### Met3 routing, run 1

Bar = 20 um. Cells faint in the background.
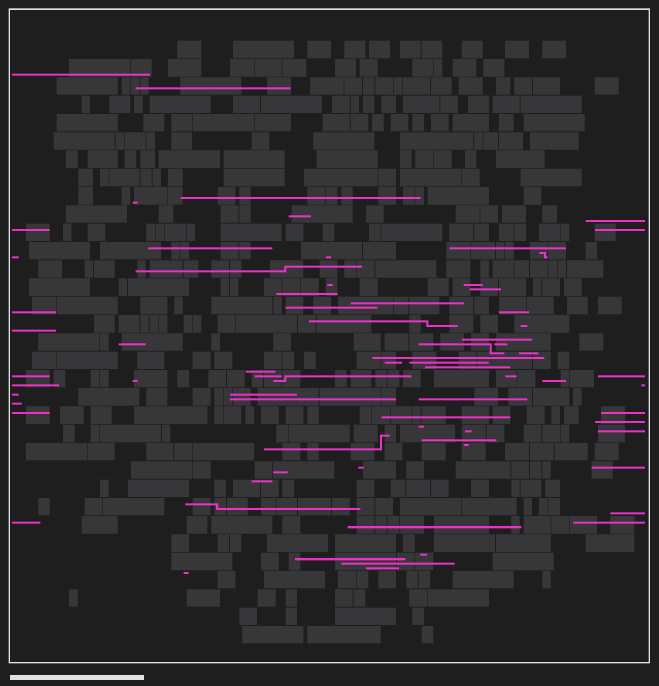
### M2 wires, run 1

Cells faint in the background.
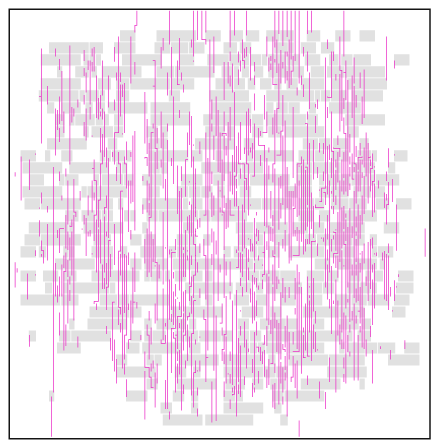
### Signal wires by layer, run 1

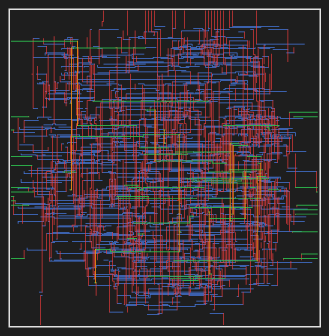
$ cat config.mk
export PLATFORM = sky130hd
export DESIGN_NAME = fp_issue_seq_flat
export DESIGN_NICKNAME = d
export VERILOG_FILES = /design/src/rtl/fp_issue_seq_if.sv /design/src/rtl/fp_issue_seq.sv /design/src/flat_wrapper.sv
export SDC_FILE = /design/constraint.sdc
export NUM_CORES = 1
export LEC_CHECK = 0
export CELL_PAD_IN_SITES_DETAIL_PLACEMENT = 0
export CELL_PAD_IN_SITES_GLOBAL_PLACEMENT = 1
export CORE_AREA = 2 2 93 95
export DETAILED_ROUTE_END_ITERATION = 12
export DIE_AREA = 0 0 95 97
export PLACE_DENSITY = 0.76
export RECOVER_POWER = 25
export SETUP_SLACK_MARGIN = 0.2
export SLEW_MARGIN = 5
export SYNTH_ARGS = -nofsm -noshare
export SYNTH_HDL_FRONTEND = slang
export SYNTH_SLANG_ARGS = --single-unit
$ cat constraint.sdc
create_clock -name clk -period 4.3 [get_ports clk]
set_clock_uncertainty 0.2 [all_clocks]
set_input_delay 1.29 -clock clk [delete_from_list [all_inputs] [get_ports clk]]
set_output_delay 1.29 -clock clk [all_outputs]
set_load 0.05 [all_outputs]
$ cat src/rtl/fp_issue_seq_if.sv
// Issue/writeback bundle between the FP decode stage and the FP issue sequencer.
interface fp_issue_seq_if;
    logic       issue_valid;
    logic [4:0] funct5;
    logic [2:0] rm;
    logic [4:0] rd;
    logic [4:0] rs1;
    logic [4:0] rs2;
    logic       stall;
    logic       illegal;
    logic [4:0] fpu_sel;
    logic       mc_start;
    logic       mc_op;
    logic       wb_valid;
    logic [4:0] wb_rd;
    logic       wb_mc;

    modport master (
        output issue_valid, funct5, rm, rd, rs1, rs2,
        input  stall, illegal, fpu_sel, mc_start, mc_op, wb_valid, wb_rd, wb_mc
    );

    modport slave (
        input  issue_valid, funct5, rm, rd, rs1, rs2,
        output stall, illegal, fpu_sel, mc_start, mc_op, wb_valid, wb_rd, wb_mc
    );
endinterface

$ cat src/rtl/fp_issue_seq.sv
// FP issue sequencer: decodes FP ops, issues single-cycle ops freely and tracks one
// iterative FDIV/FSQRT with a pending-register scoreboard and a shared writeback port.
module fp_issue_seq #(
    parameter int DIV_LAT  = 8,
    parameter int SQRT_LAT = 12,
    parameter int NREG     = 32
) (
    input logic          clk,
    input logic          rst_n,
    fp_issue_seq_if.slave bus
);
    typedef enum logic [1:0] {ST_IDLE = 2'd0, ST_BUSY = 2'd1, ST_DONE = 2'd2} state_t;

    localparam logic [5:0] DIV_M1  = 6'(DIV_LAT - 1);
    localparam logic [5:0] SQRT_M1 = 6'(SQRT_LAT - 1);

    function automatic logic is_sc_f(input logic [4:0] f);
        case (f)
            5'b00000, 5'b00001, 5'b00010, 5'b00100, 5'b00101,
            5'b10100, 5'b11000, 5'b11010, 5'b11100, 5'b11110: is_sc_f = 1'b1;
            default:                                          is_sc_f = 1'b0;
        endcase
    endfunction

    state_t            state_r, state_n;
    logic [5:0]        cnt_r, cnt_n;
    logic [NREG-1:0]   pending_r, pending_n;
    logic [4:0]        mc_rd_r;
    logic              illegal_r, mc_start_r, mc_op_r, wb_valid_r, wb_mc_r;
    logic [4:0]        fpu_sel_r, wb_rd_r;

    logic rm_ok_s, sc_s, mc_s, ill_s, hazard_s, busy_s, stall_s;
    logic acc_sc_s, acc_mc_s, acc_ill_s, done_next_s;

    // Decode, hazard detection and acceptance
    always_comb begin
        rm_ok_s     = (bus.rm != 3'b101) && (bus.rm != 3'b110);
        sc_s        = rm_ok_s && is_sc_f(bus.funct5);
        mc_s        = rm_ok_s && ((bus.funct5 == 5'b00011) || (bus.funct5 == 5'b01011));
        ill_s       = !sc_s && !mc_s;
        hazard_s    = pending_r[bus.rs1] | pending_r[bus.rs2] | pending_r[bus.rd];
        busy_s      = (state_r == ST_BUSY);
        // counter==1 means the iterative result owns the writeback port next cycle
        stall_s     = bus.issue_valid &&
                      (hazard_s || (mc_s && busy_s) || (sc_s && busy_s && (cnt_r == 6'd1)));
        acc_sc_s    = bus.issue_valid && !stall_s && sc_s;
        acc_mc_s    = bus.issue_valid && !stall_s && mc_s;
        acc_ill_s   = bus.issue_valid && !stall_s && ill_s;
        done_next_s = busy_s && (cnt_r == 6'd1);
    end

    // Next state, latency counter and scoreboard update
    always_comb begin
        state_n   = state_r;
        cnt_n     = cnt_r;
        pending_n = pending_r;
        case (state_r)
            ST_IDLE, ST_DONE: begin
                if (acc_mc_s) begin
                    state_n = ST_BUSY;
                    cnt_n   = (bus.funct5 == 5'b01011) ? SQRT_M1 : DIV_M1;
                end else begin
                    state_n = ST_IDLE;
                    cnt_n   = 6'd0;
                end
            end
            ST_BUSY: begin
                if (cnt_r == 6'd1) begin
                    state_n = ST_DONE;
                    cnt_n   = 6'd0;
                end else begin
                    state_n = ST_BUSY;
                    cnt_n   = cnt_r - 6'd1;
                end
            end
            default: begin
                state_n = ST_IDLE;
                cnt_n   = 6'd0;
            end
        endcase
        if (state_r == ST_DONE) begin
            pending_n[mc_rd_r] = 1'b0;
        end else begin
            pending_n = pending_n;
        end
        // applied last so a same-index set overrides the clear
        if (acc_mc_s) begin
            pending_n[bus.rd] = 1'b1;
        end else begin
            pending_n = pending_n;
        end
    end

    // State, counter and scoreboard registers
    always_ff @(posedge clk or negedge rst_n) begin
        if (!rst_n) begin
            state_r   <= ST_IDLE;
            cnt_r     <= 6'd0;
            pending_r <= '0;
        end else begin
            state_r   <= state_n;
            cnt_r     <= cnt_n;
            pending_r <= pending_n;
        end
    end

    // Registered issue and writeback outputs
    always_ff @(posedge clk or negedge rst_n) begin
        if (!rst_n) begin
            illegal_r  <= 1'b0;
            mc_start_r <= 1'b0;
            mc_op_r    <= 1'b0;
            mc_rd_r    <= 5'd0;
            fpu_sel_r  <= 5'd0;
            wb_valid_r <= 1'b0;
            wb_mc_r    <= 1'b0;
            wb_rd_r    <= 5'd0;
        end else begin
            illegal_r  <= acc_ill_s;
            mc_start_r <= acc_mc_s;
            wb_valid_r <= acc_sc_s | done_next_s;
            wb_mc_r    <= done_next_s;
            if (acc_mc_s) begin
                mc_op_r <= (bus.funct5 == 5'b01011);
                mc_rd_r <= bus.rd;
            end
            if (acc_sc_s) begin
                fpu_sel_r <= bus.funct5;
                wb_rd_r   <= bus.rd;
            end else if (done_next_s) begin
                wb_rd_r   <= mc_rd_r;
            end
        end
    end

    assign bus.stall    = stall_s;
    assign bus.illegal  = illegal_r;
    assign bus.fpu_sel  = fpu_sel_r;
    assign bus.mc_start = mc_start_r;
    assign bus.mc_op    = mc_op_r;
    assign bus.wb_valid = wb_valid_r;
    assign bus.wb_rd    = wb_rd_r;
    assign bus.wb_mc    = wb_mc_r;
endmodule

$ cat src/flat_wrapper.sv
// flat-port wrapper written by rule: the top's interface ports become plain ports
module fp_issue_seq_flat 
#(
    parameter int DIV_LAT  = 8,
    parameter int SQRT_LAT = 12,
    parameter int NREG     = 32
)
  (clk, rst_n, bus_issue_valid, bus_funct5, bus_rm, bus_rd, bus_rs1, bus_rs2, bus_stall, bus_illegal, bus_fpu_sel, bus_mc_start, bus_mc_op, bus_wb_valid, bus_wb_rd, bus_wb_mc);
  fp_issue_seq_if bus_i ();
  input logic clk;
  input logic rst_n;
  input wire logic [$bits(bus_i.issue_valid)-1:0] bus_issue_valid;
  input wire logic [$bits(bus_i.funct5)-1:0] bus_funct5;
  input wire logic [$bits(bus_i.rm)-1:0] bus_rm;
  input wire logic [$bits(bus_i.rd)-1:0] bus_rd;
  input wire logic [$bits(bus_i.rs1)-1:0] bus_rs1;
  input wire logic [$bits(bus_i.rs2)-1:0] bus_rs2;
  output wire logic [$bits(bus_i.stall)-1:0] bus_stall;
  output wire logic [$bits(bus_i.illegal)-1:0] bus_illegal;
  output wire logic [$bits(bus_i.fpu_sel)-1:0] bus_fpu_sel;
  output wire logic [$bits(bus_i.mc_start)-1:0] bus_mc_start;
  output wire logic [$bits(bus_i.mc_op)-1:0] bus_mc_op;
  output wire logic [$bits(bus_i.wb_valid)-1:0] bus_wb_valid;
  output wire logic [$bits(bus_i.wb_rd)-1:0] bus_wb_rd;
  output wire logic [$bits(bus_i.wb_mc)-1:0] bus_wb_mc;
  assign bus_i.issue_valid = bus_issue_valid;
  assign bus_i.funct5 = bus_funct5;
  assign bus_i.rm = bus_rm;
  assign bus_i.rd = bus_rd;
  assign bus_i.rs1 = bus_rs1;
  assign bus_i.rs2 = bus_rs2;
  assign bus_stall = bus_i.stall;
  assign bus_illegal = bus_i.illegal;
  assign bus_fpu_sel = bus_i.fpu_sel;
  assign bus_mc_start = bus_i.mc_start;
  assign bus_mc_op = bus_i.mc_op;
  assign bus_wb_valid = bus_i.wb_valid;
  assign bus_wb_rd = bus_i.wb_rd;
  assign bus_wb_mc = bus_i.wb_mc;
  fp_issue_seq #(.DIV_LAT(DIV_LAT), .SQRT_LAT(SQRT_LAT), .NREG(NREG)) u_core (.clk(clk), .rst_n(rst_n), .bus(bus_i));
endmodule
==> run summary, run 1 <==
The run has ended; figures from its reports follow.

The run finished, with violations left. The final reports fail on max-capacitance violations, max-slew violations, negative setup slack. The layout summary lists the proportion of cells stronger than drive strength 1 as 0.272. The worst setup slack after placement came out at -608 ps. In the synthesized netlist the dominant register cell turns out to be sky130_fd_sc_hd__dfrtp_1.

The half-perimeter wire length after detailed placement is 7770 um. The share of the core area taken by cells at floorplan is 0.436. The number of nets at floorplan came out at 376. The share of power burned in the clock network came out at 0.465.

Input and output buffers added on the ports amount to 41. The clock network power reported by the tool is 0.000706 W. The number of clock sinks seen by CTS came out at 59.

The detail route stage leaves a number of antenna-violating nets equal to 0. The routability congestion estimate from global placement is 0.919. The growth of design area from synthesis to finish came out at 33.2%. After synthesis, the mean cell area works out to 10.2 sq um. TritonCTS built the clock tree. Of all nets on the critical path, the largest fanout is 8. The final antenna diode count is 0. The finished layout reports a core utilization of 0.581. The initial antenna violation count came out at 0.

The post-layout instance area is 0.00472 sq mm. The number of instances in the synthesized netlist came out at 348. The internal portion of the total power is 0.00113 W. The final cell count without fillers is 546. The worst hold path cell count is 1.

The number of global-route vias before repair is 3255. The clock transition at the register clock pins on the worst setup and hold paths after CTS came out at 70 ps. The worst flop-to-flop path endpoint is u_core.mc_rd_r[3]. Note that the worst hold path type here is register to register. The endpoint required time on the critical path is 2810 ps. The violation count after the first detailed-route iteration came out at 265. The global-route wire length before repair is 17400 um. In the routed layout, each cell is associated on average with a via count of 5.95. In this run the tightest slew margin relative to its limit is -0.366.

The hold path startpoint is u_core.bus.fpu_sel[2]. The share of synthesized area in the top cell type comes to 0.416. The total number of H-tree levels came out at 3. The OpenROAD report gives the critical path a data arrival time of 2900 ps. The count of pins on the block boundary came out at 42. The switching power share of the total is 0.255.

The multiplexer share of the synthesized area came out at 0.181. In the final layout, the registers with the most flip-flops are u_core.pending_r x32, u_core.cnt_r x6. Of the total synthesized cell area, the portion taken by AND, OR, NAND and NOR gates is 0.140. The number of different library cells in the post-synthesis netlist is 47. The pin count of the biggest net entering global routing is 42. The first-pass detailed-route iteration total came out at 4. Per the detailed placement report, the placed cell area equals 0.00437 sq mm. The filler cells instantiated in the layout total 683. The fraction of the cycle the final worst path needs is 1.02. The worst setup path is of the input pin to output port kind. The compound-gate portion of the synthesized area came out at 0.194. The script parses the final routing iteration and logs DRC violations as 0.

The pin closest to its max-slew limit shows a slew of 2050 ps. The upper clock frequency limit came out at 0.228 GHz. The chip height is 97 um. The standard cell core area came out at 0.00813 sq mm.

The combinational group share of total power came out at 0.154. The overall overflow remaining after global route is 0. The clock tree buffer depth came out at 2. The largest register by flop count is u_core.pending_r. The most frequent cell after synthesis is sky130_fd_sc_hd__dfrtp_1.

The proportion of synthesized flip-flops having asynchronous set or reset is 1.00. Per the OpenROAD power report, switching power amounts to 0.000387 W. The setup violation total in the final timing report is 1. The post-route total power came out at 0.00152 W.

The minimum clock period came out at 4390 ps. The number of buffers created by CTS is 9. Sorting the Yosys area breakdown by cell type puts at the top sky130_fd_sc_hd__dfrtp_1. By instance count after routing, the leading logic cell types are sky130_fd_sc_hd__dfrtp_1 (59), sky130_fd_sc_hd__buf_4 (51), sky130_fd_sc_hd__o21ai_0 (36). By area the synthesized netlist is led by sky130_fd_sc_hd__dfrtp_1 (42%), sky130_fd_sc_hd__mux2i_1 (7.1%), sky130_fd_sc_hd__o31ai_1 (7.0%). The register bit total from synthesis came out at 59. The setup slack of the worst register-to-register path is 1410 ps. The max-slew violation count came out at 38. Setup repair after global routing could not meet its margin everywhere.

The sequential area share after synthesis is 0.416. Once routing completed, OpenROAD measured the worst setup slack at -90.2 ps. The die extent in x is 95 um.

The run reported a max-capacitance violation count of 1. The warning count from the yosys run came out at 0. The largest power group is clock.

The number of buffers inserted for hold repair after clock tree synthesis is 0. The die area came out at 0.00922 sq mm. The total count of hold-check failures in the final report came out at 0. The leakage dissipation is 1.97 nW. The placed cell count is 523. The flip-flop count of the largest register after layout came out at 32. VDD sags by at most 0.000188 V.

The xor/xnor share of the synthesized area is 0.0124.
About 'Met3 routing':
The longest straight run is 35.4 um. The layer holds 6.0% of the routed length.

About 'M2 wires':
The layer holds 45% of the routed length. The layer carries 4870 um of wire. 401 nets have wire on it. The wires run mostly vertical.

About 'Signal wires by layer':
Green shows M3, wire length 646 um. Blue shows M1, wire length 5010 um. Red shows M2, wire length 4870 um. Orange shows M4, wire length 250 um.
GRT Overall Usage: 0.250
final wirelength: 10800 um
DR WL/cell: 19.7 um
via count: 3251

-- run 1: worst max path at each step --
stage	start	end	slack (ps)
3_3_place_gp	bus_rs2[1]	bus_stall	-610
4_1_cts	bus_rs2[1]	bus_stall	-90
5_1_grt	bus_rd[0]	bus_stall	-150
3_5_place_dp	bus_rs2[1]	bus_stall	-610
2_1_floorplan	bus_rd[3]	bus_stall	210
6_report	bus_rs2[1]	bus_stall	-90
-- run 1: critical path, stage by stage --
cell	delay, ps
sky130_fd_sc_hd__buf_6	70
sky130_fd_sc_hd__buf_12	120
sky130_fd_sc_hd__mux4_2	510
sky130_fd_sc_hd__o2111ai_2	170
sky130_fd_sc_hd__and4_1	240
sky130_fd_sc_hd__nand4_1	160
sky130_fd_sc_hd__and2_4	190
sky130_fd_sc_hd__buf_8	140
-- run 1: layer usage --
| metal | track usage | share of wire | wire [um] |
|---|---|---|---|
| met5 | 0 | 0 | 0 |
| met4 | 0.0936 | 0.023 | 250 |
| met3 | 0.0576 | 0.060 | 645 |
| met2 | 0.370 | 0.45 | 4870 |
| met1 | 0.356 | 0.47 | 5010 |
-- run 1: final cells by class --
cell class / count / area, sq um / share of cell area
Clock buffer: 10 / 138 / 0.0291
Clock inverter: 6 / 136 / 0.0289
Inverter: 20 / 75.1 / 0.0159
Multi-Input combinational cell: 250 / 1950 / 0.412
Sequential cell: 59 / 1480 / 0.313
Tap cell: 105 / 131 / 0.0278
Timing Repair Buffer: 96 / 822 / 0.174
-- run 1: repair_timing --
action	4_1_cts	5_1_grt
gates resized	51	8
pin swaps	8	5
setup endpoints to repair	1	1
setup buffers	5	2
--- run 2 (diff from run 1) ---
Settings changed: CORE_AREA 2 2 93 95 to 2 2 88 90, DIE_AREA 0 0 95 97 to 0 0 90 92, DONT_BUFFER_PORTS from default to 1, PLACE_DENSITY 0.76 to 0.75.
==> run summary, run 2 <==
The run has ended; figures from its reports follow.

In this run the full chip footprint comes out at 0.00828 sq mm. The violation count after the first detailed-route iteration came out at 344. For this run, the leading register cell type out of synthesis is sky130_fd_sc_hd__dfrtp_1. The total count of hold-check failures in the final report is 0. The first-pass detailed-route iteration total is 5. The pin slew with the least headroom to its limit is 628 ps. The completed layout was analyzed and its total power is 0.00114 W.

Recorded from the global router log, the overflow total was 0. The worst path buffer plus inverter count came out at 0. The relative slew slack is 0.578.

Counting flops per register, the top entry is u_core.pending_r. The worst hold path cell count came out at 1. The largest total area in the synthesized netlist belongs to sky130_fd_sc_hd__dfrtp_1. The switching power share of the total came out at 0.273. The arrival time at the worst endpoint is 2590 ps.

The number of nets in the synthesized netlist is 376. The routed design could run at a clock period as short as 4080 ps. The vertical die dimension reported for this design is 92 um. The maximum VDD drop came out at 0.000181 V. Cell internal power was estimated by the tool at 0.000831 W.

The share of power burned in the clock network came out at 0.382. The global-route wire length before repair came out at 15700 um. The setup slack of the worst register-to-register path is 1170 ps. The post-layout instance area came out at 0.00379 sq mm.

The number of buffers created by CTS is 9. The delay contributed by the slowest stage of the critical path is 460 ps. The number of global-route vias before repair came out at 2743. The half-perimeter wire length after detailed placement is 6870 um. The worst setup slack after placement is 165 ps. The clock tree from TritonCTS is built. The number of different library cells in the post-synthesis netlist is 47. The hold path startpoint is u_core.cnt_r[0]. The flow ran to the end, and the final reports show no timing, DRC or antenna violations. The flip-flop count of the largest register after layout is 32. The sequential area share after synthesis came out at 0.416.

Traced cell by cell, the critical path runs through mux4_2 -> nor2b_1 -> a211oi_1 -> and4_1 -> nand4_1 -> and2_4. The total routing usage reported by global routing is 0.247. The standard cell core area came out at 0.00745 sq mm. The proportion of netlist area held by the largest area contributor came out at 0.416. The growth of design area from synthesis to finish is 6.99%. Yosys reported that registers with async set or reset make up 1.00. The H-tree generated during clock tree synthesis spans 3 levels. The die extent in x is 90 um. The top cell family by delay on the critical path is simple AND/OR/NAND/NOR gates. The DRC violation total left in the routed layout is recorded as 0. The largest registers in the layout are u_core.pending_r x32, u_core.cnt_r x6. The final antenna diode count is 0. The start-to-end type of the worst setup path is input pin to output port. The pin count of the biggest net entering global routing came out at 60. The floorplan step records an initial core utilization of 0.476.

The fraction of layout cells with a size suffix above 1 came out at 0.149. Per the run summary, max-cap violations total 0. The remaining number of nets flagged by the antenna check after routing is 0. A synthesized cell averages 10.2 sq um. The most critical min-delay path falls under register to register.

The placed cell count came out at 433. The synthesized design contains 59 register bits. The number of clock sinks seen by CTS came out at 59. The post-detailed-routing wire length is 9720 um.

By instance count after routing, the leading logic cell types are sky130_fd_sc_hd__dfrtp_1 (59), sky130_fd_sc_hd__o21ai_0 (36), sky130_fd_sc_hd__o31ai_1 (33). Per the placement log, port buffering inserted 0 buffers. The slowest stage of the critical path belongs to the cell sky130_fd_sc_hd__mux4_2. For this run, the top clock speed supported by timing is 0.245 GHz. The count of pins on the block boundary is 42.

The endpoint required time on the critical path came out at 2810 ps. Routability-driven placement finished with a final weighted congestion of 0.835. The most frequent cell after synthesis is sky130_fd_sc_hd__dfrtp_1.

The overall via count from detail_route came out at 2872.
[run 2: cell counts after synthesis]
Identical to the previous run, type by type.
[run 2: final cells by class]
cell class / count / area, sq um
fillers: 720 / 3650
clock inverters: 5 / 30.0
clock buffers: 10 / 138
flip-flops and latches: 59 / 1480
inverters: 20 / 75.1
repair buffers: 5 / 37.5
well taps: 102 / 128
multi-input cells: 250 / 1910
[run 2: cell families after synthesis]
logic type,Yosys count,share of synthesized area
AND-OR/OR-AND,104,0.194
XOR/XNOR,5,0.0124
adder cells (fa/ha/maj),2,0.00706
buffers and inverters,39,0.0494
flip-flops,59,0.416
multiplexers,48,0.181
AND/OR/NAND/NOR,91,0.140
[run 2: layer usage]
| metal | vias up | track usage | wire, um | part of all wire |
|---|---|---|---|---|
| met2 | 104 | 0.357 | 4300 | 0.44 |
| met5 | - | 0 | 0 | 0 |
| li1 | 1309 | - | - | - |
| met1 | 1443 | 0.363 | 4510 | 0.46 |
| met4 | 0 | 0.0846 | 170 | 0.017 |
| met3 | 16 | 0.0641 | 735 | 0.076 |
[run 2: worst max path at each step]
stage,end,slack [ps],depth (start not counted)
after floorplan,bus_stall,210,8
after global placement,bus_stall,190,6
after detailed placement,bus_stall,160,6
after CTS,bus_stall,180,6
after global routing,bus_stall,110,6
final,bus_stall,220,6
[run 2: power by group through the flow]
stage	Combinational, W	Sequential, W	Clock [W]
floorplan	0.0000884	0.000618	0
global placement	0.0000877	0.000624	0
detailed placement	0.0000883	0.000624	0
CTS	0.0000912	0.000613	0.000447
global route	0.000103	0.000615	0.000469
finish	0.0000933	0.000613	0.000437
[run 2: what timing repair did]
item | 4_1_cts | 5_1_grt
resized | 2 | 0
setup buffers | 2 | 1
setup endpoints to repair | 1 | 1
hold endpoints to repair | 0 | 0
pin swaps | 3 | 1
### Signal wires by layer, run 2

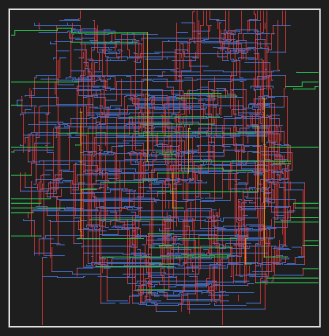
Green shows M3, wire length 736 um. Red shows M2, wire length 4300 um. Blue shows M1, wire length 4510 um. Orange shows M4, wire length 170 um.

### Congestion heat map, run 2

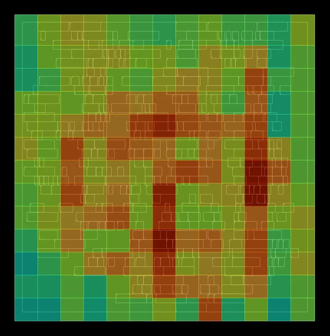
GR Util met1: 0.363
post-layout util: 0.509

--- run 3 (diff from run 2) ---
Settings changed: CORE_AREA 2 2 88 90 to 2 2 109 111, DIE_AREA 0 0 90 92 to 0 0 111 113, PLACE_DENSITY 0.75 to 0.51, RECOVER_POWER 25 to 100.
==> run summary, run 3 <==
The run has ended; figures from its reports follow.

The run finished with clean final reports. The standard cell core area came out at 0.0113 sq mm. For this run, the detailed router's first-pass iteration total came to 4. The number of different library cells in the post-synthesis netlist came out at 47. The number of clock sinks came to 59.

The cell family contributing the most delay on the critical path is simple AND/OR/NAND/NOR gates. Once detail routing completed, the nets flagged for antenna violations numbered 0. The number of instances in the synthesized netlist is 348. In this run the number of H-tree levels came out at 3.

The fraction of the cycle the final worst path needs came out at 0.966. The initial antenna violation count is 0. In this run the worst hold path is classified as register to register.

The setup slack of the critical path after layout came out at 145 ps. Looking at the group totals, the largest power group turns out to be clock. The number of buffers created by CTS is 9.

The global-route wire length before repair is 17700 um. The register bit total from synthesis is 59. The upper clock frequency limit is 0.241 GHz. The number of max-capacitance violations reported is 0. Of the total power, the clock network draws 0.504. The post-route total power is 0.00142 W. The endpoint required time on the critical path came out at 2810 ps.

The routability congestion estimate from global placement is 0.781. The critical path goes through or3b_1 -> o221ai_1 -> o21ai_0 -> and4_1 -> nand4_1 -> and2_4. The chip height came out at 113 um. The pin count of the biggest net entering global routing is 60.

Once the clock tree was built, the resizer swapped 0 gates to a different size. The relative slew slack came out at 0.339. For the pin with the worst max-slew slack, the measured transition is 992 ps. The net switching power figure is 0.000361 W. The count of pins on the block boundary is 42.

For this configuration, the core starts out at a cell density of 0.315. After routing the design area is 0.00392 sq mm. The script extracted a total leakage power of 1.51 nW. The minimum clock period is 4160 ps.

The total count of hold-check failures in the final report came out at 0. The start-to-end type of the worst setup path is input pin to output port. After global routing the overflow that remains totals 0.

The number of port buffers is 0. Sorting the synthesized cells by area gives the leading types as sky130_fd_sc_hd__dfrtp_1 (42%), sky130_fd_sc_hd__mux2i_1 (7.1%), sky130_fd_sc_hd__o31ai_1 (7.0%). The maximum fanout encountered on the critical timing path is 10. The number of global-route vias before repair came to 2863. The worst setup slack after placement is 145 ps. The proportion of netlist area held by the largest area contributor is 0.416. The critical path contains buffers and inverters numbering 0 combined. The die covers 0.0125 sq mm. The number of buffers inserted for hold repair after clock tree synthesis came out at 0.

The setup violation total in the final timing report came out at 0. In the synthesized netlist the dominant register cell turns out to be sky130_fd_sc_hd__dfrtp_1. The power attributed to combinational cells is 0.0000886 W. The largest total area in the synthesized netlist belongs to sky130_fd_sc_hd__dfrtp_1. TritonCTS built the clock tree.
==> run 3: cell counts after synthesis <==
Identical to the previous run, type by type.
==> run 3: cell type report <==
cell class	instances	area (sq um)
clock buffers	9	225
fillers	1137	7350
multi-input cells	250	1870
repair buffers	4	23.8
flip-flops and latches	59	1480
clock inverters	7	68.8
well taps	143	179
inverters	20	75.1
==> run 3: final timing paths <==
check	start	to	slack, ps	cells past startpoint
max	bus_rd[3]	bus_stall	140	6
min	u_core.cnt_r[0]	u_core.cnt_r[0]	340	1
max reg2reg	u_core.state_r[1]	u_core.mc_rd_r[4]	1040	7
min reg2reg	u_core.cnt_r[0]	u_core.cnt_r[0]	340	1
max in group asynchronous	rst_n	u_core.cnt_r[1]	3330	0
min in group asynchronous	rst_n	u_core.bus.wb_rd[0]	450	0
==> run 3: cell families (layout without fill, tap and decap cells) <==
logic type	after synthesis	in the layout	synth area share
multiplexers	48	48	0.181
adder cells (fa/ha/maj)	2	2	0.00706
AND-OR/OR-AND	104	104	0.194
buffers and inverters	39	40	0.0494
XOR/XNOR	5	5	0.0124
flip-flops	59	59	0.416
AND/OR/NAND/NOR	91	91	0.140
==> run 3: metrics by stage <==
step | util | instances
2_1_floorplan | - | 348
3_3_place_gp | 0.325 | 476
3_5_place_dp | 0.325 | 476
4_1_cts | 0.351 | 492
5_1_grt | 0.348 | 492
6_report | 0.348 | 492
==> run 3: metal layers <==
metal	routed length, um	GRT usage
met5	0	0
met1	5260	0.281
met4	234	0.0833
met3	856	0.0498
met2	4800	0.250
### Congestion heat map, run 3

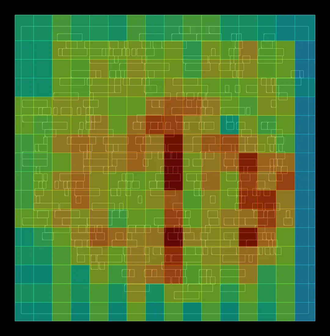
GRT Overall Usage: 0.187
DR WL/cell: 22.7 um
grt met2 use: 0.250

### Signal wires by layer, run 3

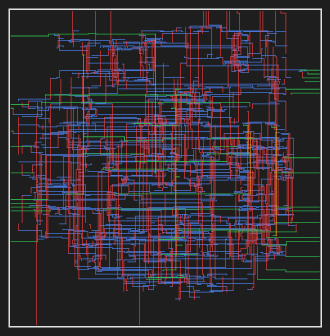
Blue shows M1, wire length 5260 um. Red shows M2, wire length 4800 um. Green shows M3, wire length 856 um. Orange shows M4, wire length 235 um.
final wirelength: 11200 um
via count: 2821


==> gallery <==
Clock network drawn from the DEF.
Bar = 20 um.
shot_01.png
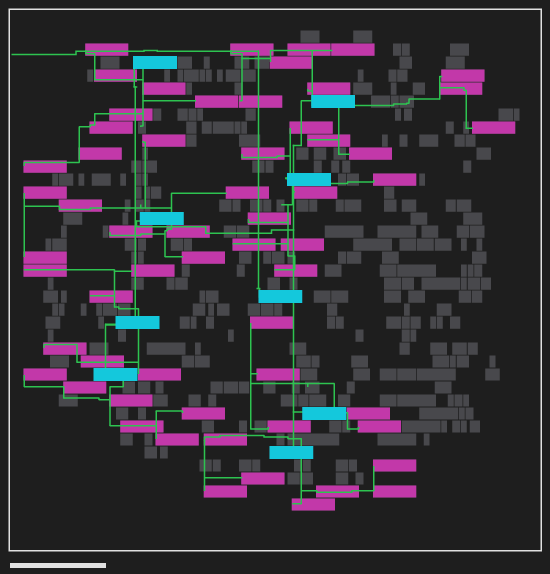
shot_02.png
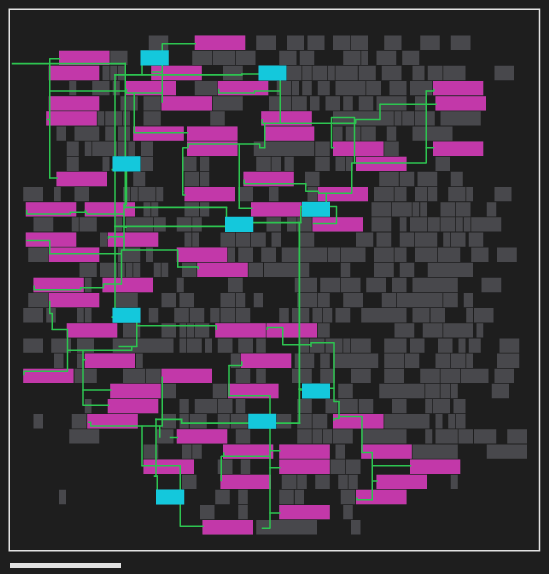
- shot_02.png = run 1
- shot_01.png = run 3
Of these, largest die: shot_01.png

Key to shot_02.png:
Cyan shows clock-net drivers, count 9. Green shows clock wires, length 887 um. Magenta shows flip-flops, count 59.
There are 10 routed clock nets.

Power and IR drop assume default switching activity.
